--- config.mk ---
export PLATFORM = sky130hd
export DESIGN_NAME = ped_crossing_ctrl
export DESIGN_NICKNAME = d
export VERILOG_FILES = /design/src/rtl/ped_pkg.sv /design/src/rtl/ped_crossing_ctrl_rise_detect.sv /design/src/rtl/ped_crossing_ctrl.sv
export SDC_FILE = /design/constraint.sdc
export NUM_CORES = 1
export LEC_CHECK = 0
export CAP_MARGIN = 20
export CORE_MARGIN = 2
export CORE_UTILIZATION = 45
export CTS_CLUSTER_SIZE = 8
export DETAILED_ROUTE_END_ITERATION = 8
export GPL_ROUTABILITY_DRIVEN = 0
export GPL_TIMING_DRIVEN = 0
export PLACE_DENSITY = 0.72
export SYNTH_ARGS = -nofsm -noshare
export SYNTH_HDL_FRONTEND = slang
export SYNTH_SLANG_ARGS = --single-unit
--- constraint.sdc ---
create_clock -name clk -period 2.65 [get_ports clk]
set_input_delay 0.53 -clock clk [delete_from_list [all_inputs] [get_ports clk]]
set_output_delay 0.53 -clock clk [all_outputs]
set_load 0.005 [all_outputs]
--- src/rtl/ped_pkg.sv ---
// Shared types and default timing for the pedestrian crossing controller.
package ped_pkg;

  typedef enum logic [1:0] {
    IDLE  = 2'b00,
    WALK  = 2'b01,
    FLASH = 2'b10,
    FAULT = 2'b11
  } ped_state_t;

  localparam int WALK_CYCLES  = 8;
  localparam int FLASH_CYCLES = 6;
  localparam int FLASH_HALF   = 1;
  localparam int CNT_W        = 4;

  // The upstream light FSM must drive exactly one lamp at a time.
  function automatic logic lights_legal(input logic red, input logic yellow, input logic green);
    return (red & ~yellow & ~green) | (~red & yellow & ~green) | (~red & ~yellow & green);
  endfunction

endpackage

--- src/rtl/ped_crossing_ctrl_rise_detect.sv ---
// Registered single-bit rising-edge detector.
module rise_detect (
  input  logic clk,
  input  logic rst_n,
  input  logic d,
  output logic rise
);

  logic d_q;

  // One-cycle delayed copy of the input.
  always_ff @(posedge clk or negedge rst_n) begin
    // NOTE: sequential state uses non-blocking assignments so every flop samples pre-edge values.
    if (!rst_n) d_q <= 1'b0;
    else        d_q <= d;
  end

  assign rise = d & ~d_q;

endmodule

--- src/rtl/ped_crossing_ctrl.sv ---
// Pedestrian walk/don't-walk controller slaved to the vehicle light FSM.
module ped_crossing_ctrl
  import ped_pkg::*;
#(
  parameter int WALK_CYCLES  = ped_pkg::WALK_CYCLES,
  parameter int FLASH_CYCLES = ped_pkg::FLASH_CYCLES,
  parameter int FLASH_HALF   = ped_pkg::FLASH_HALF,
  parameter int CNT_W        = ped_pkg::CNT_W
) (
  input  logic             clk,
  input  logic             rst_n,
  input  logic             red_i,
  input  logic             yellow_i,
  input  logic             green_i,
  input  logic             btn_i,
  output logic             walk_o,
  output logic             dont_walk_o,
  output logic             req_pending_o,
  output logic [CNT_W-1:0] countdown_o,
  output logic             fault_o
);

  localparam int HALF_W = (FLASH_HALF > 1) ? $clog2(FLASH_HALF) : 1;
  localparam logic [CNT_W-1:0]  WALK_LOAD  = CNT_W'(WALK_CYCLES - 1);
  localparam logic [CNT_W-1:0]  FLASH_LOAD = CNT_W'(FLASH_CYCLES - 1);
  localparam logic [HALF_W-1:0] HALF_LOAD  = HALF_W'(FLASH_HALF - 1);

  ped_state_t        state_q, state_d;
  logic [CNT_W-1:0]  cnt_q, cnt_d;
  logic [HALF_W-1:0] half_q, half_d;
  logic              phase_q, phase_d;
  logic              req_q, req_d;
  logic              red_rise, btn_rise, lights_ok;

  rise_detect u_red_rise (.clk(clk), .rst_n(rst_n), .d(red_i), .rise(red_rise));
  rise_detect u_btn_rise (.clk(clk), .rst_n(rst_n), .d(btn_i), .rise(btn_rise));

  assign lights_ok = lights_legal(red_i, yellow_i, green_i);

  // Next-state, counter, flash phase and request latch.
  always_comb begin
    // NOTE: every variable gets a default first so no path can infer a latch.
    state_d = state_q;
    cnt_d   = cnt_q;
    half_d  = half_q;
    phase_d = phase_q;
    req_d   = req_q;
    if (!lights_ok || state_q == FAULT) begin
      // Illegal lamps win over everything and never clear without reset.
      state_d = FAULT;
      req_d   = 1'b0;
    end else begin
      case (state_q)
        IDLE: begin
          if (red_rise && (req_q || btn_rise)) begin
            state_d = WALK;
            req_d   = 1'b0;
            cnt_d   = WALK_LOAD;
          end else if (btn_rise) begin
            req_d = 1'b1;
          end
        end
        WALK: begin
          // Button presses here are absorbed by the walk being served.
          if (!red_i) begin
            state_d = IDLE;
          end else if (cnt_q == '0) begin
            state_d = FLASH;
            cnt_d   = FLASH_LOAD;
            phase_d = 1'b1;
            half_d  = HALF_LOAD;
          end else begin
            cnt_d = cnt_q - 1'b1;
          end
        end
        FLASH: begin
          if (btn_rise) req_d = 1'b1;
          if (!red_i || cnt_q == '0) begin
            state_d = IDLE;
          end else begin
            cnt_d = cnt_q - 1'b1;
            if (half_q == '0) begin
              phase_d = ~phase_q;
              half_d  = HALF_LOAD;
            end else begin
              half_d = half_q - 1'b1;
            end
          end
        end
        default: state_d = FAULT;
      endcase
    end
  end

  // Control state registers.
  always_ff @(posedge clk or negedge rst_n) begin
    if (!rst_n) begin
      state_q <= IDLE;
      cnt_q   <= '0;
      half_q  <= '0;
      phase_q <= 1'b0;
      req_q   <= 1'b0;
    end else begin
      state_q <= state_d;
      cnt_q   <= cnt_d;
      half_q  <= half_d;
      phase_q <= phase_d;
      req_q   <= req_d;
    end
  end

  // Registered lamp and display outputs, decoded from the upcoming state.
  always_ff @(posedge clk or negedge rst_n) begin
    if (!rst_n) begin
      walk_o        <= 1'b0;
      dont_walk_o   <= 1'b1;
      req_pending_o <= 1'b0;
      countdown_o   <= '0;
      fault_o       <= 1'b0;
    end else begin
      walk_o        <= (state_d == WALK);
      dont_walk_o   <= (state_d == FLASH) ? phase_d : (state_d != WALK);
      req_pending_o <= req_d;
      countdown_o   <= (state_d == FLASH) ? cnt_d + 1'b1 : '0;
      fault_o       <= (state_d == FAULT);
    end
  end

endmodule

gate_families.png
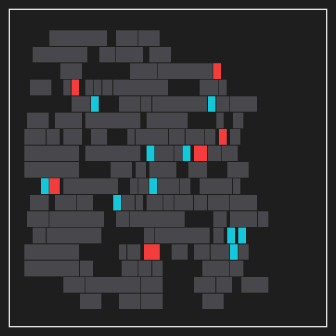
- inverters: cyan (cells 10)
- NAND gates: red (cells 6)

registers.png
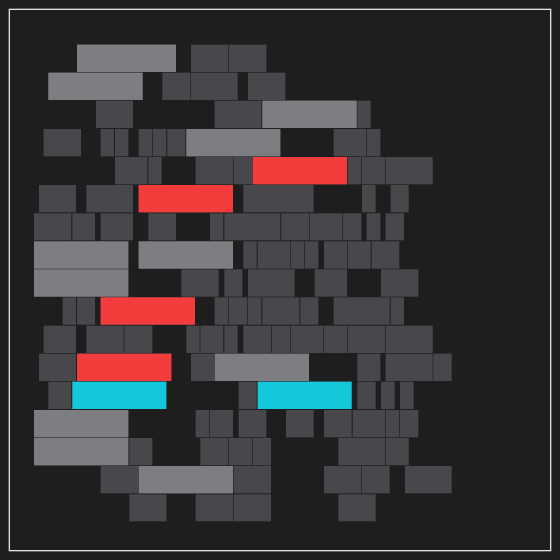
- state_q: cyan (placed flops 2)
- cnt_q: red (placed flops 4)
Util after Layout: 0.561
sequential cell area: 427 um2
Sequential Power: 0.261 mW
sequential cell area share: 0.344

==> impl_metrics.env <==
# implementation run metrics
export IMPL_hold_viol=0
export IMPL_reg2reg_from="state_q[0]$_DFF_PN0_"
export IMPL_die_x_um=52.3
export IMPL_die_h_um=52.3
export IMPL_cp_num_cells=9
export IMPL_max_stage_delay_ns=0.43
export IMPL_port_buffers=13
export IMPL_cp_startpoint="state_q[0]$_DFF_PN0_"
export IMPL_critPathTopFamily="AND-OR/OR-AND gates"
export IMPL_xor_share=0.0167
export IMPL_mux_area_frac=0.0191
export IMPL_first_pass_iters=4
export IMPL_post_place_ws_ns=0.0847
export IMPL_via_per_inst=5.61
export IMPL_fill_cells=200
export IMPL_initial_core_util=0.474
export IMPL_top_regs="cnt_q: 4 flops, countdown_o: 4 flops, state_q: 2 flops"
export IMPL_synth_area_mm2=0.00105
export IMPL_cp_cell_sequence="inv_1 > ha_1 > clkbuf_1 > nand3b_1 > o21ba_1 > o21a_1 > o32a_1 > ha_1 > and3_1"
export IMPL_hold_ws_ns=0.630
export IMPL_routed_wirelength_um=2150
export IMPL_hp_start="u_btn_rise.d_q$_DFF_PN0_"
export IMPL_core_mm2=0.00221
export IMPL_dieArea_mm2=0.00273
export IMPL_crit_buf_inv=2
export IMPL_r2r_end="countdown_o[1]$_DFF_PN0_"
export IMPL_rsz0062_at_grt="no"
export IMPL_fin_cells=150
export IMPL_crit_type="register to register"
export IMPL_num_vias=842
export IMPL_ys_sh_simple=0.205
export IMPL_dp_hpwl_um=1630
export IMPL_grt_pass1_vias=843
export IMPL_clock_sinks=17
export IMPL_grt_usage=0.196
export IMPL_period_used=0.890
export IMPL_cts_htree_levels=1
export IMPL_drt_iter0_markers=13
export IMPL_hold_buffers=0
export IMPL_rrSetupSlack_ns=0.29
export IMPL_status="finished, final reports clean"
export IMPL_postSynthCellCount=105
export IMPL_holdPathStages=3
power breakdown:
part	switching, mW	internal (mW)
Sequential	0.000492	0.261
Clock	0.0792	0.0561
Combinational	0.0124	0.0101
layer usage:
| metal | up-vias | routed length (um) | GRT usage |
|---|---|---|---|
| li1 | 409 | - | - |
| met1 | 418 | 987 | 0.257 |
| met2 | 11 | 1090 | 0.327 |
| met3 | 4 | 48 | 0.0257 |
| met4 | 0 | 20 | 0.0769 |
| met5 | - | 0 | 0 |
final cells by class:
class | instances | area (um2) | area share
multi-input combinational | 73 | 556 | 0.448
sequential | 17 | 427 | 0.344
timing repair buffer | 13 | 130 | 0.105
inverter | 10 | 37.5 | 0.0302
tap | 28 | 35.0 | 0.0282
buffer | 5 | 28.8 | 0.0232
clock buffer | 3 | 22.5 | 0.0181
clock inverter | 1 | 5.00 | 0.00403
synth_stat cells, types with 2 or more instances:
| library cell | instances | area (um2) |
|---|---|---|
| nor2_1 | 10 | 37.5 |
| and2_1 | 2 | 12.5 |
| xor2_1 | 2 | 17.5 |
| inv_1 | 9 | 33.8 |
| o32a_1 | 2 | 20.0 |
| o21a_1 | 3 | 22.5 |
| nand2_1 | 3 | 11.3 |
| buf_2 | 2 | 10.0 |
| nor3_1 | 3 | 15.0 |
| buf_4 | 2 | 15.0 |
| o22ai_1 | 3 | 18.8 |
| o21ai_2 | 2 | 17.5 |
| mux2i_1 | 2 | 20.0 |
| a21oi_1 | 6 | 30.0 |
| o21ba_1 | 2 | 20.0 |
| dfrtp_1 | 16 | 400 |
| nor2b_1 | 2 | 12.5 |
| a31oi_1 | 3 | 18.8 |
| ha_1 | 6 | 75.1 |
Power figures rest on the tool's default switching activity, not on a simulated workload.
